**config.mk**
```make
export PLATFORM = sky130hd
export DESIGN_NAME = pipe_ctrl_unit
export DESIGN_NICKNAME = d
export VERILOG_FILES = /design/src/rtl/pipe_ctrl_pkg.sv /design/src/rtl/ctrl_decode.sv /design/src/rtl/pipe_ctrl_unit.sv
export SDC_FILE = /design/constraint.sdc
export NUM_CORES = 1
export LEC_CHECK = 0
export ABC_AREA = 1
export CAP_MARGIN = 20
export CORE_MARGIN = 10
export CORE_UTILIZATION = 35
export CTS_BUF_LIST = sky130_fd_sc_hd__clkbuf_4
export DETAILED_ROUTE_END_ITERATION = 12
export PLACE_DENSITY_LB_ADDON = 0.12
export REMOVE_ABC_BUFFERS = 1
export SETUP_SLACK_MARGIN = 0.3
export SYNTH_ARGS = -nofsm -noshare
export SYNTH_HDL_FRONTEND = slang
export SYNTH_SLANG_ARGS = --single-unit
```
**constraint.sdc**
```tcl
create_clock -name clk -period 1.3 [get_ports clk]
set_input_delay 0.195 -clock clk [delete_from_list [all_inputs] [get_ports clk]]
set_output_delay 0.195 -clock clk [all_outputs]
set_load 0.05 [all_outputs]
```
**src/rtl/pipe_ctrl_pkg.sv**
```systemverilog
// Shared definitions for the pipelined controller: opcodes, ALU op classes and
// the control bundles carried through the ID/EX, EX/MEM and MEM/WB registers.
package pipe_ctrl_pkg;

    localparam logic [5:0] OP_RTYPE = 6'b000000;
    localparam logic [5:0] OP_LW    = 6'b100011;
    localparam logic [5:0] OP_SW    = 6'b101011;
    localparam logic [5:0] OP_BEQ   = 6'b000100;
    localparam logic [5:0] OP_ADDI  = 6'b001000;
    localparam logic [5:0] OP_J     = 6'b000010;
    localparam logic [5:0] OP_MUL   = 6'b011100;

    localparam logic [1:0] ALUOP_ADD   = 2'b00;
    localparam logic [1:0] ALUOP_SUB   = 2'b01;
    localparam logic [1:0] ALUOP_FUNCT = 2'b10;

    typedef struct packed {
        logic       regwrite;
        logic       regdst;
        logic       alusrc;
        logic       branch;
        logic       memwrite;
        logic       memtoreg;
        logic       jump;
        logic [1:0] aluop;
        logic       mul;
        logic       illegal;
    } ctrl_t;

    localparam ctrl_t CTRL_BUBBLE = '0;

    // The jump is fully resolved in ID, so EX and later stages never see it.
    typedef struct packed {
        logic       regwrite;
        logic       regdst;
        logic       alusrc;
        logic       branch;
        logic       memwrite;
        logic       memtoreg;
        logic [1:0] aluop;
        logic       mul;
        logic       illegal;
    } ex_ctrl_t;

    localparam ex_ctrl_t EX_BUBBLE = '0;

    // A J leaves ID as a no-write bubble.
    function automatic ex_ctrl_t to_ex(input ctrl_t c);
        ex_ctrl_t e;
        e = EX_BUBBLE;
        if (!c.jump) begin
            e.regwrite = c.regwrite;
            e.regdst   = c.regdst;
            e.alusrc   = c.alusrc;
            e.branch   = c.branch;
            e.memwrite = c.memwrite;
            e.memtoreg = c.memtoreg;
            e.aluop    = c.aluop;
            e.mul      = c.mul;
            e.illegal  = c.illegal;
        end
        return e;
    endfunction

endpackage

```
**src/rtl/ctrl_decode.sv**
```systemverilog
// Pure combinational opcode decoder producing the full control bundle.
// Shared with the single-cycle controller.
module ctrl_decode
    import pipe_ctrl_pkg::*;
(
    input  logic [5:0] opcode,
    output ctrl_t      ctrl
);

    always_comb begin
        ctrl = CTRL_BUBBLE;
        case (opcode)
            OP_RTYPE: begin
                ctrl.regwrite = 1'b1;
                ctrl.regdst   = 1'b1;
                ctrl.aluop    = ALUOP_FUNCT;
            end
            OP_LW: begin
                ctrl.regwrite = 1'b1;
                ctrl.alusrc   = 1'b1;
                ctrl.memtoreg = 1'b1;
                ctrl.aluop    = ALUOP_ADD;
            end
            OP_SW: begin
                ctrl.alusrc   = 1'b1;
                ctrl.memwrite = 1'b1;
                ctrl.aluop    = ALUOP_ADD;
            end
            OP_BEQ: begin
                ctrl.branch   = 1'b1;
                ctrl.aluop    = ALUOP_SUB;
            end
            OP_ADDI: begin
                ctrl.regwrite = 1'b1;
                ctrl.alusrc   = 1'b1;
                ctrl.aluop    = ALUOP_ADD;
            end
            OP_J: begin
                ctrl.jump     = 1'b1;
            end
            OP_MUL: begin
                ctrl.regwrite = 1'b1;
                ctrl.regdst   = 1'b1;
                ctrl.aluop    = ALUOP_FUNCT;
                ctrl.mul      = 1'b1;
            end
            default: begin
                ctrl.illegal  = 1'b1;
            end
        endcase
    end

endmodule

```
**src/rtl/pipe_ctrl_unit.sv**
```systemverilog
// Pipelined main controller: decodes ID, owns the ID/EX, EX/MEM and MEM/WB
// control registers, and generates load-use, MUL, branch and jump hazard controls.
module pipe_ctrl_unit
    import pipe_ctrl_pkg::*;
#(
    parameter int REG_ADDR_W  = 5,
    parameter int MUL_LATENCY = 3,
    parameter int CNT_W       = 4
) (
    input  logic                  clk,
    input  logic                  reset,
    input  logic [5:0]            id_opcode,
    input  logic [REG_ADDR_W-1:0] id_rs,
    input  logic [REG_ADDR_W-1:0] id_rt,
    input  logic                  ex_branch_taken,
    output logic                  pc_en,
    output logic                  ifid_en,
    output logic                  ifid_flush,
    output logic                  ex_alusrc,
    output logic                  ex_regdst,
    output logic                  ex_branch,
    output logic                  ex_mul,
    output logic                  ex_illegal,
    output logic [1:0]            ex_aluop,
    output logic                  mem_memwrite,
    output logic                  mem_memtoreg,
    output logic                  mem_regwrite,
    output logic                  wb_regwrite,
    output logic                  wb_memtoreg,
    output logic                  mul_busy
);

    localparam logic [CNT_W-1:0] MUL_LAST = CNT_W'(MUL_LATENCY - 1);

    ctrl_t                 id_ctrl;
    ex_ctrl_t              idex_p0;
    logic [REG_ADDR_W-1:0] ex_rt_p0;
    logic [CNT_W-1:0]      mul_cnt_p0;
    logic                  mem_memwrite_p1;
    logic                  mem_memtoreg_p1;
    logic                  mem_regwrite_p1;
    logic                  wb_regwrite_p2;
    logic                  wb_memtoreg_p2;

    logic branch_flush;
    logic load_use;
    logic mul_hold;
    logic lu_stall;
    logic stall;

    ctrl_decode u_decode (
        .opcode (id_opcode),
        .ctrl   (id_ctrl)
    );

    // Hazard resolution, highest priority first: branch flush, MUL, load-use, jump.
    always_comb begin
        branch_flush = ex_branch_taken & idex_p0.branch;
        load_use     = idex_p0.memtoreg & ((ex_rt_p0 == id_rs) | (ex_rt_p0 == id_rt));
        mul_hold     = idex_p0.mul & (mul_cnt_p0 < MUL_LAST) & ~branch_flush;
        lu_stall     = load_use & ~branch_flush & ~mul_hold;
        stall        = mul_hold | lu_stall;

        pc_en        = ~stall;
        ifid_en      = ~stall;
        ifid_flush   = branch_flush | (id_ctrl.jump & ~stall);
        mul_busy     = mul_hold;
    end

    // ID -> EX
    always_ff @(posedge clk) begin
        if (reset) begin
            idex_p0    <= EX_BUBBLE;
            ex_rt_p0   <= '0;
            mul_cnt_p0 <= '0;
        end else begin
            if (branch_flush || lu_stall) begin
                idex_p0 <= EX_BUBBLE;
            end else if (!mul_hold) begin
                idex_p0 <= to_ex(id_ctrl);
            end
            if (!mul_hold) begin
                ex_rt_p0 <= id_rt;
            end
            mul_cnt_p0 <= mul_hold ? mul_cnt_p0 + CNT_W'(1) : '0;
        end
    end

    // EX -> MEM
    always_ff @(posedge clk) begin
        if (reset || mul_hold) begin
            mem_memwrite_p1 <= 1'b0;
            mem_memtoreg_p1 <= 1'b0;
            mem_regwrite_p1 <= 1'b0;
        end else begin
            mem_memwrite_p1 <= idex_p0.memwrite;
            mem_memtoreg_p1 <= idex_p0.memtoreg;
            mem_regwrite_p1 <= idex_p0.regwrite;
        end
    end

    // MEM -> WB
    always_ff @(posedge clk) begin
        if (reset) begin
            wb_regwrite_p2 <= 1'b0;
            wb_memtoreg_p2 <= 1'b0;
        end else begin
            wb_regwrite_p2 <= mem_regwrite_p1;
            wb_memtoreg_p2 <= mem_memtoreg_p1;
        end
    end

    assign ex_alusrc    = idex_p0.alusrc;
    assign ex_regdst    = idex_p0.regdst;
    assign ex_branch    = idex_p0.branch;
    assign ex_mul       = idex_p0.mul;
    assign ex_illegal   = idex_p0.illegal;
    assign ex_aluop     = idex_p0.aluop;
    assign mem_memwrite = mem_memwrite_p1;
    assign mem_memtoreg = mem_memtoreg_p1;
    assign mem_regwrite = mem_regwrite_p1;
    assign wb_regwrite  = wb_regwrite_p2;
    assign wb_memtoreg  = wb_memtoreg_p2;

endmodule

```
==> deck_impl_summary.md <==
Run Summary

Yosys
  • Yosys stat cell total: between 150 and 200
  • Syn Std Cell Area: 0.00114 mm²
  • Dominant synthesized flop cell: dfxtp_1
  • Synthesis area per yosys: around 0.0011 mm²
  • Seq cells post-synth: 23
  • Cell Type Count: 23
  • Yosys Warn Count: 0
  • Syn Area/Cell: approximately 6.7 µm²
  • Post-synth top area cell: dfxtp_1
  • Seq/Total Area, Yosys: 0.402
  • Top-area cell type share of the netlist area: 0.402
  • Cells after synthesis: about 170

Pwr
  • Static Leakage: between 1 and 1.5 nW
  • Pwr top: registers
  • P_comb: ~0.3 mW
  • Seq group: between 0.7 and 0.8 mW
  • Peak supply drop: 0.000359 V
  • Internal: slightly below 1 mW
  • Logic pwr share: 0.213
  • Clock power share: 0.251
  • Pwr/cell area: 610 mW/mm²
  • Sw Share: 0.277
  • Total chip power: about 1.4 mW
  • Power Clock: approximately 0.34 mW
  • Sw power: approximately 0.38 mW
  • Flop pwr share: 0.537

Worst setup path
  • Path depth of the worst reg2reg path: 11
  • Critical-path top delay cell: dfxtp_2
  • Worst R2R Setup Slack: -0.10 ns
  • Worst-path fanout max: 4
  • Reg2Reg Launch Point: ex_rt_p0[0]
  • Crit start category: flip-flop
  • CP cell instances: inv_2 -> nand2_1 -> nand2_1 -> nor2_1 -> nand3_1 -> nand2_2 -> nand2_2 -> nand3b_1 -> nand2_2 -> buf_12
  • Critical Path End Type: output port
  • Setup Crit Path Kind: reg2out
  • FF-to-FF End: ex_aluop[0]
  • CP arrival: 1.53 ns
  • Most used cell, CP: nand2_2

STA
  • Setup TNS: -2.12 ns
  • Tmin final: roughly 1.7 ns
  • Highest Clock Rate: 580 MHz
  • RSZ-0062 raised after global routing: true
  • Final hold violations: 0
  • Final setup viols: 17
  • Fin worst setup slack: -0.423 ns
  • Cycle use final: 1.33
  • Fin Hold WS: about 0.3 ns

Cells and area
  • # diodes: 0
  • Final net count: about 270
  • Area grow syn2layout: 96.4%
  • Final non-filler cell total: roughly 290
  • Share of cells above drive strength 1: 0.471

Global routing
  • First-pass GRT wire length: ~5900 µm
  • Vias in the first global route: approximately 1300
  • GRT Resource Usage Total: 0.118
  • Total global routing overflow: 0
  • Initial antenna violation count: 0

Routing
  • Post-route DRC violation count: 0
  • Drt initial violations: about 60
  • Via Count: 1283
  • Post-Route WL: approximately 3500 µm
  • Routed WL per cell: about 12 µm

Status
  • Failing checks: negative setup slack
  • Status: finished, violations left

Placement
  • GP Congestion: 0.903
  • Placed Instances: about 270

Clock tree
  • CTS Hold Bufs: 0
  • Htree depth: 1
  • CTS tree: yes
  • Num Clock Sinks: 23
  • Clock transition at path regs: ~0.14 ns
  • Num CTS Buffers: 3
  • Max clock buf depth: 2
  • Setup Buffers After CTS: 12
  • CTS resizes: roughly 48
  • Clock latency on the worst-skew pair: ~0.32 ns
  • Root buf cell: clkbuf_4

Floorplanning
  • Die ar.: approximately 0.0060 mm²
  • Core Footprint: 0.00310 mm²
  • Die H: between 70 and 80 µm
  • Num rows: 20
  • Num ports: 35

Hold path
  • Hold Crit Depth: 4
  • Hold Path Origin: id_rt[3]
  • Hold Path Sink: ex_rt_p0[3]

Job
  • Stage-log warning count: 27
  • Max Cap Viol: 0
==> per-layer routing <==
layer,wire length (µm),share of wire,vias to the layer above,global-route usage
met5,0,0,-,0
met4,49,0.014,0,0.0493
met3,186,0.053,6,0.0361
met2,1770,0.51,41,0.197
met1,1500,0.43,572,0.136
li1,-,-,664,-
==> flip-flops by register name, indices dropped and copies added (netlist names) <==
name / count
ex_aluop: 1
ex_alusrc: 1
ex_branch: 1
ex_illegal: 1
ex_mul: 1
ex_regdst: 1
ex_rt_p0: 5
idex_p0: 3
mem_memtoreg: 1
mem_memwrite: 1
mem_regwrite: 1
mul_cnt_p0: 4
wb_memtoreg: 1
wb_regwrite: 1
==> cell families after synthesis <==
logic type / count (synthesis) / share of synthesized area
simple gates: 95 / 0.363
buf+inv: 32 / 0.125
flops: 23 / 0.402
compound gates: 15 / 0.0732
xor+xnor: 3 / 0.0230
fa+ha+maj: 1 / 0.0109
other cells: 1 / 0.00328
==> cells in the final DEF (no fill, tap or decap), types with 2 or more instances in the layout <==
| master | instances |
|---|---|
| inv_2 | 6 |
| nand2_1 | 30 |
| nor2_4 | 2 |
| o21ai_1 | 2 |
| a21oi_2 | 4 |
| a21oi_1 | 4 |
| nand3_1 | 3 |
| clkdlybuf4s50_1 | 16 |
| nand2_4 | 3 |
| xnor2_1 | 3 |
| buf_4 | 27 |
| inv_1 | 21 |
| nand2_2 | 8 |
| nand3_2 | 2 |
| nand4_1 | 3 |
| nand2_8 | 2 |
| buf_12 | 19 |
| o22ai_2 | 2 |
| nor3_2 | 2 |
| dfxtp_2 | 15 |
| nor2_1 | 32 |
| nor2_2 | 6 |
| buf_6 | 8 |
| clkbuf_4 | 3 |
| dfxtp_1 | 7 |
==> worst max-delay path, delay by kind of cell (launching register included) <==
kind,cells,cell delay (ns)
buffers and inverters,2,0.19
flip-flops,1,0.38
AND/OR/NAND/NOR,8,0.65
==> worst max-delay path by stage <==
| stage | to | slack [ns] | start |
|---|---|---|---|
| after floorplan | ifid_en | -1.64 | ex_branch |
| after global placement | ifid_flush | -0.39 | id_rt[2] |
| after detailed placement | ifid_flush | -0.42 | id_rt[2] |
| after CTS | pc_en | -0.41 | ex_rt_p0[0] |
| after global routing | ifid_flush | -0.55 | ex_rt_p0[0] |
| final | ifid_flush | -0.42 | ex_rt_p0[0] |
==> synth_stat cells, types with 2 or more instances <==
cell type	n
nand2_1	40
nor2_1	38
dfxtp_1	23
inv_1	23
a21oi_1	8
buf_4	4
inv_2	4
nand3_1	4
nand4_1	3
o22ai_1	3
xnor2_1	3
a21boi_0	2
nand3_2	2
nor2_2	2
nor3_2	2
o21ai_0	2
==> area by class of cell <==
type / instances / area, µm²
clock buffer: 3 / 22.5
clock inverter: 1 / 5.00
fill: 249 / 855
inverter: 27 / 101
multi-input combinational: 116 / 679
sequential: 23 / 483
tap: 44 / 55.1
timing repair buffer: 74 / 902
==> through the flow <==
stage           util  cell area [µm²]
3_3_place_gp   0.602             1870
2_1_floorplan      -             1100
6_report       0.725             2250
5_1_grt        0.725             2250
3_5_place_dp   0.602             1870
4_1_cts        0.698             2170
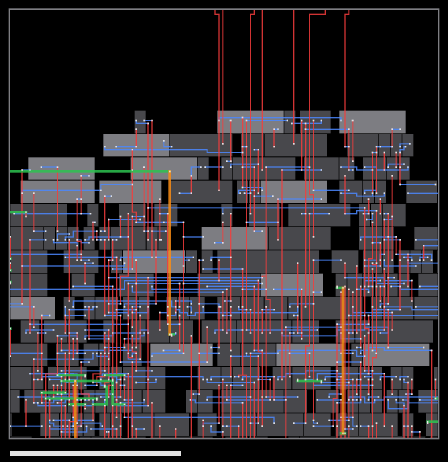
(layout detail)
Scale bar: 20 µm. Window x 14 to 64, y 27 to 77 µm. Cells in gray, sequential cells in the stronger gray; small squares are vias.
| layer | color |
|---|---|
| met4 | orange |
| met2 | red |
| met1 | blue |
| met3 | green |
most frequent: nand2_1 (27), nor2_1 (27), buf_4 (19)
cells with their middle in the window: 176
sequential cells in the window: 15
netlist names of flops here include: `ex_rt_p0` (4), `idex_p0` (3)

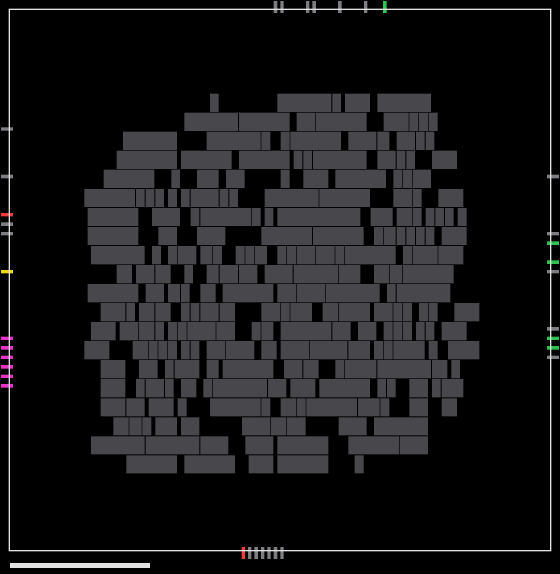
(I/O pins on the die edge)
Scale bar: 20 µm. Pins as bars across the die edge, other pins in gray.
| port | color | pins | direction | edge |
|---|---|---|---|---|
| `id_rt` | green | 5 | input | 4 right, 1 top |
| `id_opcode` | magenta | 6 | input | left |
| `ex_illegal` | yellow | 1 | output | left |
| `ex_aluop` | red | 2 | output | 1 bottom, 1 left |

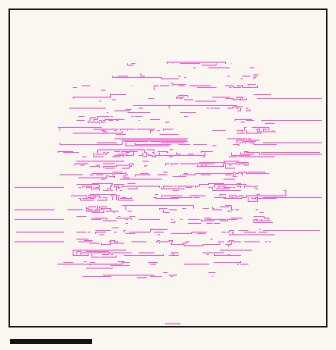
(the metal 1 layer)
Scale bar: 20 µm.
wire length on this layer: 1500 µm
nets with wire on the layer: 235
share of all routed wire: 43%
main direction: horizontal

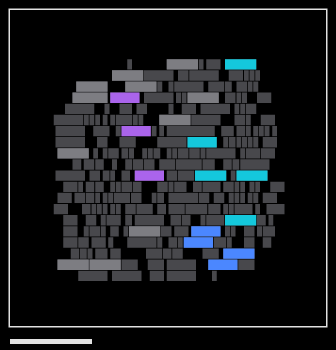
(sequential cells colored by netlist name)
Scale bar: 20 µm.
| signal | color | flops |
|---|---|---|
| `mul_cnt_p0` | blue | 4 |
| `idex_p0` | purple | 3 |
| `ex_rt_p0` | cyan | 5 |

Power and IR drop assume default switching activity.
